===== config.mk =====
export PLATFORM = sky130hd
export DESIGN_NAME = multicycle_ctrl
export DESIGN_NICKNAME = d
export VERILOG_FILES = /design/src/rtl/multicycle_ctrl.sv
export SDC_FILE = /design/constraint.sdc
export NUM_CORES = 1
export LEC_CHECK = 0
export ABC_AREA = 1
export CAP_MARGIN = 20
export CORE_MARGIN = 5
export CORE_UTILIZATION = 56
export CTS_BUF_LIST = sky130_fd_sc_hd__clkbuf_8 sky130_fd_sc_hd__clkbuf_16
export DETAILED_ROUTE_END_ITERATION = 10
export PLACE_DENSITY = 0.86
export REMOVE_ABC_BUFFERS = 1
export SYNTH_ARGS = -nofsm -noshare
export SYNTH_HDL_FRONTEND = slang
export SYNTH_SLANG_ARGS = --single-unit

===== constraint.sdc =====
create_clock -name clk -period 4.6 [get_ports clk]
set_clock_uncertainty 0.05 [all_clocks]
set_input_delay 1.38 -clock clk [delete_from_list [all_inputs] [get_ports clk]]
set_output_delay 1.38 -clock clk [all_outputs]
set_load 0.03 [all_outputs]

===== src/rtl/multicycle_ctrl.sv =====
// rtl/multicycle_ctrl.sv - multi-cycle MIPS control FSM with mem handshake, timeout and trap
//
// Sequences FETCH/DECODE/EXEC/MEM/WB for each instruction and drives the shared
// datapath controls. Memory requests use a req/ack handshake with wait states;
// a request that waits MEM_TIMEOUT cycles without ack halts the FSM in TRAP,
// as does an illegal opcode. Retired instructions are counted modulo 2^CNT_W.
//
// Ports:
//   clk, rst                     clock, synchronous active-high reset
//   opcode[5:0]                  IR[31:26], sampled in DECODE
//   mem_ack                      memory completes the current request
//   mem_req/mem_read/mem_write   memory request and direction
//   iord                         address mux (0=PC, 1=ALUOut)
//   ir_write, pc_write           IR / PC load enables
//   branch_eq, branch_neq        conditional PC loads
//   pc_src[1:0]                  00=ALU, 01=ALUOut, 10=jump target
//   alu_src_a, alu_src_b[1:0]    ALU operand muxes
//   alu_op[1:0]                  00=add, 01=sub, 10=funct
//   reg_dst, reg_write           register-file destination / write enable
//   mem_to_reg                   write-back source (1=MDR)
//   instr_done                   one-cycle retire pulse
//   retired[CNT_W-1:0]           retired-instruction count
//   trap, trap_cause[1:0]        halted flag and cause (01=illegal, 10=timeout)

module multicycle_ctrl #(
  parameter int MEM_TIMEOUT = 15,
  parameter int CNT_W       = 32
) (
  input  logic             clk,
  input  logic             rst,
  input  logic [5:0]       opcode,
  input  logic             mem_ack,
  output logic             mem_req,
  output logic             mem_read,
  output logic             mem_write,
  output logic             iord,
  output logic             ir_write,
  output logic             pc_write,
  output logic             branch_eq,
  output logic             branch_neq,
  output logic [1:0]       pc_src,
  output logic             alu_src_a,
  output logic [1:0]       alu_src_b,
  output logic [1:0]       alu_op,
  output logic             reg_dst,
  output logic             reg_write,
  output logic             mem_to_reg,
  output logic             instr_done,
  output logic [CNT_W-1:0] retired,
  output logic             trap,
  output logic [1:0]       trap_cause
);

  localparam logic [5:0] OP_R    = 6'b000000;
  localparam logic [5:0] OP_ADDI = 6'b001000;
  localparam logic [5:0] OP_LW   = 6'b100011;
  localparam logic [5:0] OP_SW   = 6'b101011;
  localparam logic [5:0] OP_J    = 6'b000010;
  localparam logic [5:0] OP_BEQ  = 6'b000100;
  localparam logic [5:0] OP_BNE  = 6'b000101;

  localparam int TW = (MEM_TIMEOUT > 1) ? $clog2(MEM_TIMEOUT + 1) : 1;
  // Timer value during the last allowed waiting cycle; an un-acked cycle here traps.
  localparam logic [TW-1:0] LIMIT = TW'((MEM_TIMEOUT > 0) ? MEM_TIMEOUT - 1 : 0);

  typedef enum logic [2:0] {
    FETCH  = 3'd0,
    DECODE = 3'd1,
    EXEC   = 3'd2,
    MEM    = 3'd3,
    WB     = 3'd4,
    TRAP   = 3'd5
  } state_t;

  state_t          state, state_n;
  logic [5:0]      op_q;
  logic [TW-1:0]   timer, timer_n;
  logic [1:0]      cause_q, cause_n;
  logic            timeout_hit;

  assign timeout_hit = (MEM_TIMEOUT != 0) && (timer == LIMIT);

  always_comb begin
    state_n    = state;
    timer_n    = timer;
    cause_n    = cause_q;
    mem_req    = 1'b0;
    mem_read   = 1'b0;
    mem_write  = 1'b0;
    iord       = 1'b0;
    ir_write   = 1'b0;
    pc_write   = 1'b0;
    branch_eq  = 1'b0;
    branch_neq = 1'b0;
    pc_src     = 2'b00;
    alu_src_a  = 1'b0;
    alu_src_b  = 2'b00;
    alu_op     = 2'b00;
    reg_dst    = 1'b0;
    reg_write  = 1'b0;
    mem_to_reg = 1'b0;
    instr_done = 1'b0;
    trap       = 1'b0;
    trap_cause = 2'b00;

    case (state)
      FETCH: begin
        mem_req   = 1'b1;
        mem_read  = 1'b1;
        alu_src_b = 2'b01;
        // Ack wins over a timeout that would fire in the same cycle.
        if (mem_ack) begin
          ir_write = 1'b1;
          pc_write = 1'b1;
          state_n  = DECODE;
        end else if (timeout_hit) begin
          state_n = TRAP;
          cause_n = 2'b10;
        end else begin
          timer_n = timer + 1'b1;
        end
      end
      DECODE: begin
        // Precompute the branch target into ALUOut.
        alu_src_b = 2'b11;
        case (opcode)
          OP_J: begin
            pc_write   = 1'b1;
            pc_src     = 2'b10;
            instr_done = 1'b1;
            state_n    = FETCH;
            timer_n    = '0;
          end
          OP_R, OP_ADDI, OP_LW, OP_SW, OP_BEQ, OP_BNE: state_n = EXEC;
          default: begin
            state_n = TRAP;
            cause_n = 2'b01;
          end
        endcase
      end
      EXEC: begin
        alu_src_a = 1'b1;
        case (op_q)
          OP_R: begin
            alu_op  = 2'b10;
            state_n = WB;
          end
          OP_ADDI: begin
            alu_src_b = 2'b10;
            state_n   = WB;
          end
          OP_LW, OP_SW: begin
            alu_src_b = 2'b10;
            state_n   = MEM;
            timer_n   = '0;
          end
          OP_BEQ, OP_BNE: begin
            alu_op     = 2'b01;
            pc_src     = 2'b01;
            branch_eq  = (op_q == OP_BEQ);
            branch_neq = (op_q == OP_BNE);
            instr_done = 1'b1;
            state_n    = FETCH;
            timer_n    = '0;
          end
          default: begin
            state_n = TRAP;
            cause_n = 2'b01;
          end
        endcase
      end
      MEM: begin
        mem_req   = 1'b1;
        iord      = 1'b1;
        mem_read  = (op_q == OP_LW);
        mem_write = (op_q == OP_SW);
        if (mem_ack) begin
          if (op_q == OP_LW) begin
            state_n = WB;
          end else begin
            instr_done = 1'b1;
            state_n    = FETCH;
            timer_n    = '0;
          end
        end else if (timeout_hit) begin
          state_n = TRAP;
          cause_n = 2'b10;
        end else begin
          timer_n = timer + 1'b1;
        end
      end
      WB: begin
        reg_write  = 1'b1;
        reg_dst    = (op_q == OP_R);
        mem_to_reg = (op_q == OP_LW);
        instr_done = 1'b1;
        state_n    = FETCH;
        timer_n    = '0;
      end
      TRAP: begin
        trap       = 1'b1;
        trap_cause = cause_q;
      end
      default: state_n = FETCH;
    endcase

    // Reset silences every control immediately so an aborted instruction
    // cannot complete a write in the reset cycle.
    if (rst) begin
      mem_req    = 1'b0;
      mem_read   = 1'b0;
      mem_write  = 1'b0;
      iord       = 1'b0;
      ir_write   = 1'b0;
      pc_write   = 1'b0;
      branch_eq  = 1'b0;
      branch_neq = 1'b0;
      pc_src     = 2'b00;
      alu_src_a  = 1'b0;
      alu_src_b  = 2'b00;
      alu_op     = 2'b00;
      reg_dst    = 1'b0;
      reg_write  = 1'b0;
      mem_to_reg = 1'b0;
      instr_done = 1'b0;
      trap       = 1'b0;
      trap_cause = 2'b00;
    end
  end

  always_ff @(posedge clk) begin
    if (rst) begin
      state   <= FETCH;
      op_q    <= '0;
      timer   <= '0;
      cause_q <= 2'b00;
      retired <= '0;
    end else begin
      state   <= state_n;
      timer   <= timer_n;
      cause_q <= cause_n;
      if (state == DECODE) op_q <= opcode;
      if (instr_done) retired <= retired + 1'b1;
    end
  end

endmodule


run_1/layers.png
Two of the layers only.
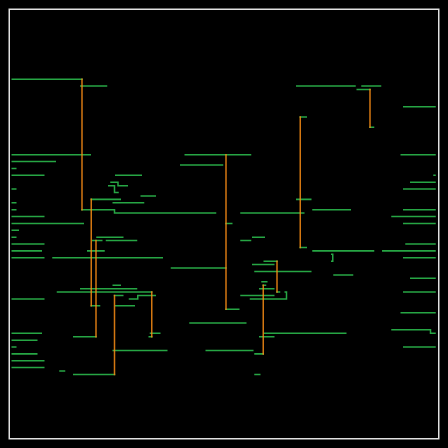
color	layer	wire length
green	M3	567 µm
orange	M4	174 µm

run_1/ff_map.png
Bar = 20 µm. Other cells in gray.
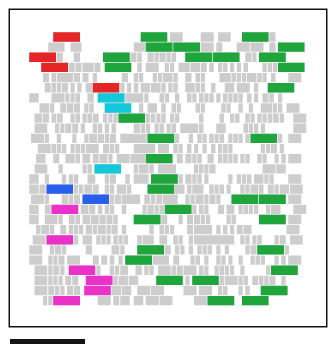
color	signal	placed flops
cyan	`state`	3
blue	`cause_q`	2
magenta	`op_q`	6
green	`retired`	32
red	`timer`	4
FF+latch area: 941 µm²
sequential power: 0.516 mW
sequential share of cell area: 0.243
Util after Layout: 0.709

run_1/m4.png
Bar = 20 µm.
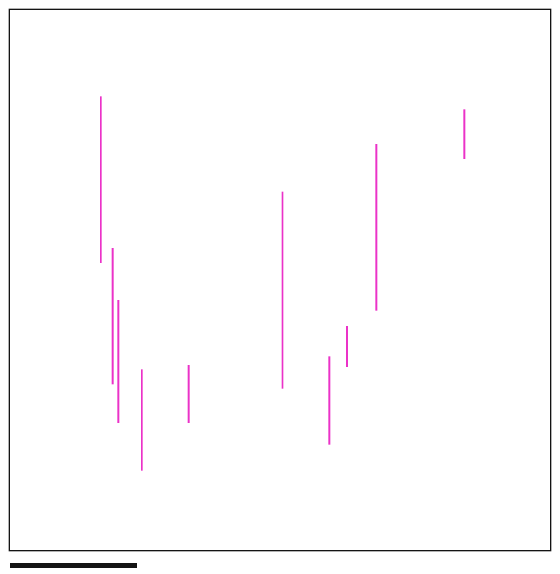
nets with wire on the layer	10
main direction	vertical
wire length on this layer	174 µm
Post-Route WL: 8700 µm
routed via count: 3619

==> impl_metrics.csv, run 1 <==
group,metric,value,unit
critical_path,r2r-end,"retired[13]",
clocking,post_cts_resized,0,
critical_path,cp_slowest_cell,"clkdlybuf4s50_1",
synthesis,muxShareOfSynthArea,0,
synthesis,synth.top_cell.area_share,0.301,
critical_path,worst-path-max-fanout,5,
route,wl_met1,3550,µm
synthesis,yosys_warnings,0,
route,dr_wl_met2,4410,µm
synthesis,simple_gate_area_frac,0.501,
finish,nClkBuffers,5,
timing,setup_violations,0,
timing,min_period,4.42,ns
critical_path,critical_path_buf_inv_count,3,
synthesis,yosys_most_used_dff,"dfxtp_1",
clocking,hold_buffers,0,
min_path,holdPathEnd,"op_q[5]",
timing,slew_headroom,0.685,
status,status,"finished, final reports clean",
finish,layoutNonFillerInstCount,669,
timing,tns,0,ns
pwr,power.switching,0.563,mW
floorplan,ios,63,
finish,regMostFlops,"retired",
critical_path,path_cells,"clkdlybuf4s50_1 > inv_1 > nand2_1 > nor2_1 > nand3_2 > nor2_1 > clkdlybuf4s50_1",
timing,drv_slew,0,
pwr,p_seq_frac,0.381,
placement,dp_hpwl,6670,µm
placement,pre_cts_ws,0.162,ns
timing,layout_setup_ws,0.176,ns
global_routing,grt_max_degree,24,
synthesis,netlist_area,3130,µm²
finish,fillCellCount,502,
timing,rsz0062_at_grt,"false",
synthesis,synthCells,534,
finish,buf_share,0.160,
global_routing,grtUsageMet1,0.278,
route,routedWlPerCell,13.0,µm
global_routing,grtUsageTotal,0.244,
pwr,power_frac_comb,0.397,
finish,reg.largest.list,"retired (32), op_q (6), timer (4)",
finish,nets,609,
pwr,p_per_area,349,nW/µm²
finish,antenna-diode-count,0,
pwr,peakVddDrop,0.000260,V
finish,clkCellAreaFrac,0.0274,
finish,drive_gt1_frac,0.0704,
run_1/congestion_map.png
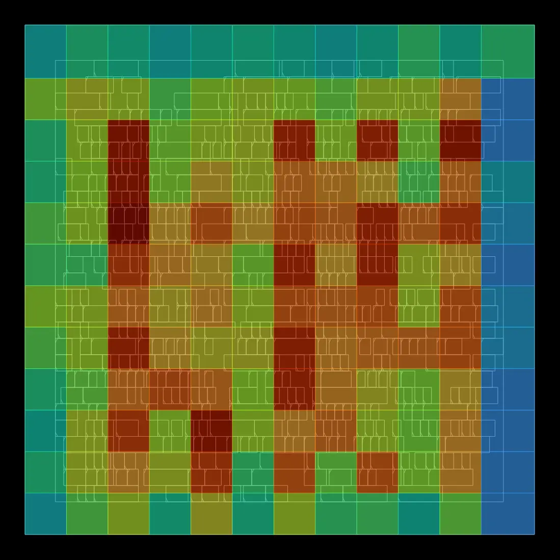

==> run 2: changes to the inputs <==
--- a/config.mk
+++ b/config.mk
@@ -5,13 +5,13 @@
 export SDC_FILE = /design/constraint.sdc
 export NUM_CORES = 1
 export LEC_CHECK = 0
-export ABC_AREA = 1
 export CAP_MARGIN = 20
 export CORE_MARGIN = 5
-export CORE_UTILIZATION = 56
+export CORE_UTILIZATION = 60
 export CTS_BUF_LIST = sky130_fd_sc_hd__clkbuf_8 sky130_fd_sc_hd__clkbuf_16
 export DETAILED_ROUTE_END_ITERATION = 10
-export PLACE_DENSITY = 0.86
+export DONT_BUFFER_PORTS = 1
+export PLACE_DENSITY = 0.76
 export REMOVE_ABC_BUFFERS = 1
 export SYNTH_ARGS = -nofsm -noshare
 export SYNTH_HDL_FRONTEND = slang
run_2/congestion_map.png
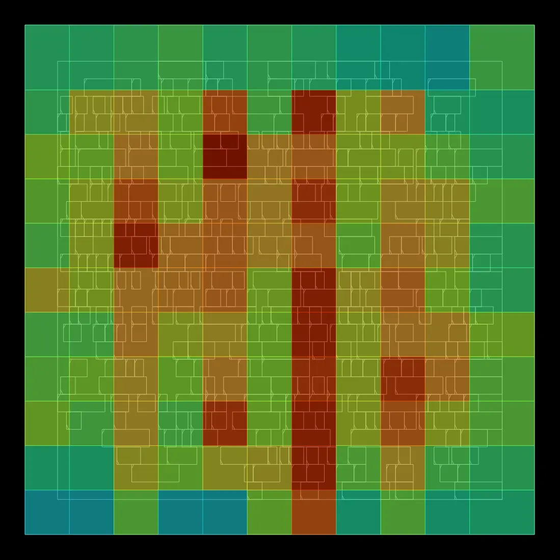
grt met2 use: 0.402
GR Util met1: 0.297
Routed WL per cell: 17.0 µm

run_2/ff_map.png
Bar = 20 µm. Other cells in gray.
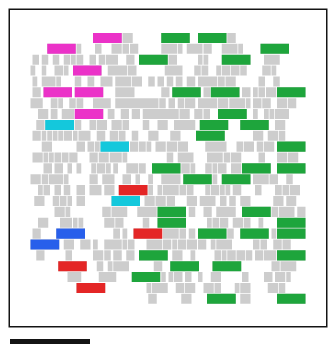
color	signal	placed flops
green	`retired`	32
red	`timer`	4
blue	`cause_q`	2
magenta	`op_q`	6
cyan	`state`	3

run_2/sizing.png
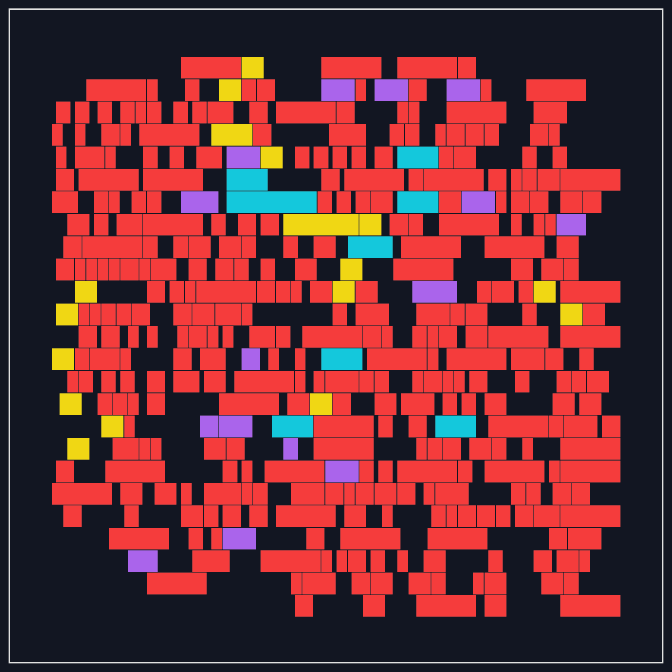
color	size	cells	most used
cyan	x6 and larger	8	clkbuf_8
red	x1 and smaller	330	dfxtp_1
purple	x2	15	mux2_2
yellow	x3 and x4	17	buf_4

==> run 2 against run 1 <==
Compared with the run above:
- final cell count shrank 37%
- worst hold slack worse by 0.014 ns
- combinational power down 72%
- die area down 13%
- synthesized cell count decreased by 31%
- utilization decreased by 4.8 points
- cell area decreased by 20%
- sequential power down 15%
- via count shrank 22%
- sequential cell count stayed put
- area after synthesis shrank 8.6%
==> impl_metrics.csv, run 2 <==
group,metric,value,unit
status,status,"finished, final reports clean",
critical_path,r2r-end,"retired[26]",
clocking,post_cts_resized,0,
critical_path,cp_slowest_cell,"nor4_1",
route,dr_wl_met2,3480,µm
synthesis,synth.top_cell.area_share,0.329,
finish,final_util,0.661,
route,wl_met1,2960,µm
clocking,hold_buffers,0,
placement,dp_hpwl,4990,µm
finish,nets,381,
critical_path,worst-path-max-fanout,4,
timing,slew_headroom,0.543,
finish,regMostFlops,"retired",
finish,seq_share,0.303,
route,vias,2837,
pwr,power_frac_comb,0.164,
pwr,p_seq_frac,0.488,
timing,tns,0,ns
finish,nClkBuffers,6,
finish,fillCellCount,428,
Power figures rest on the tool's default switching activity, not on a simulated workload.
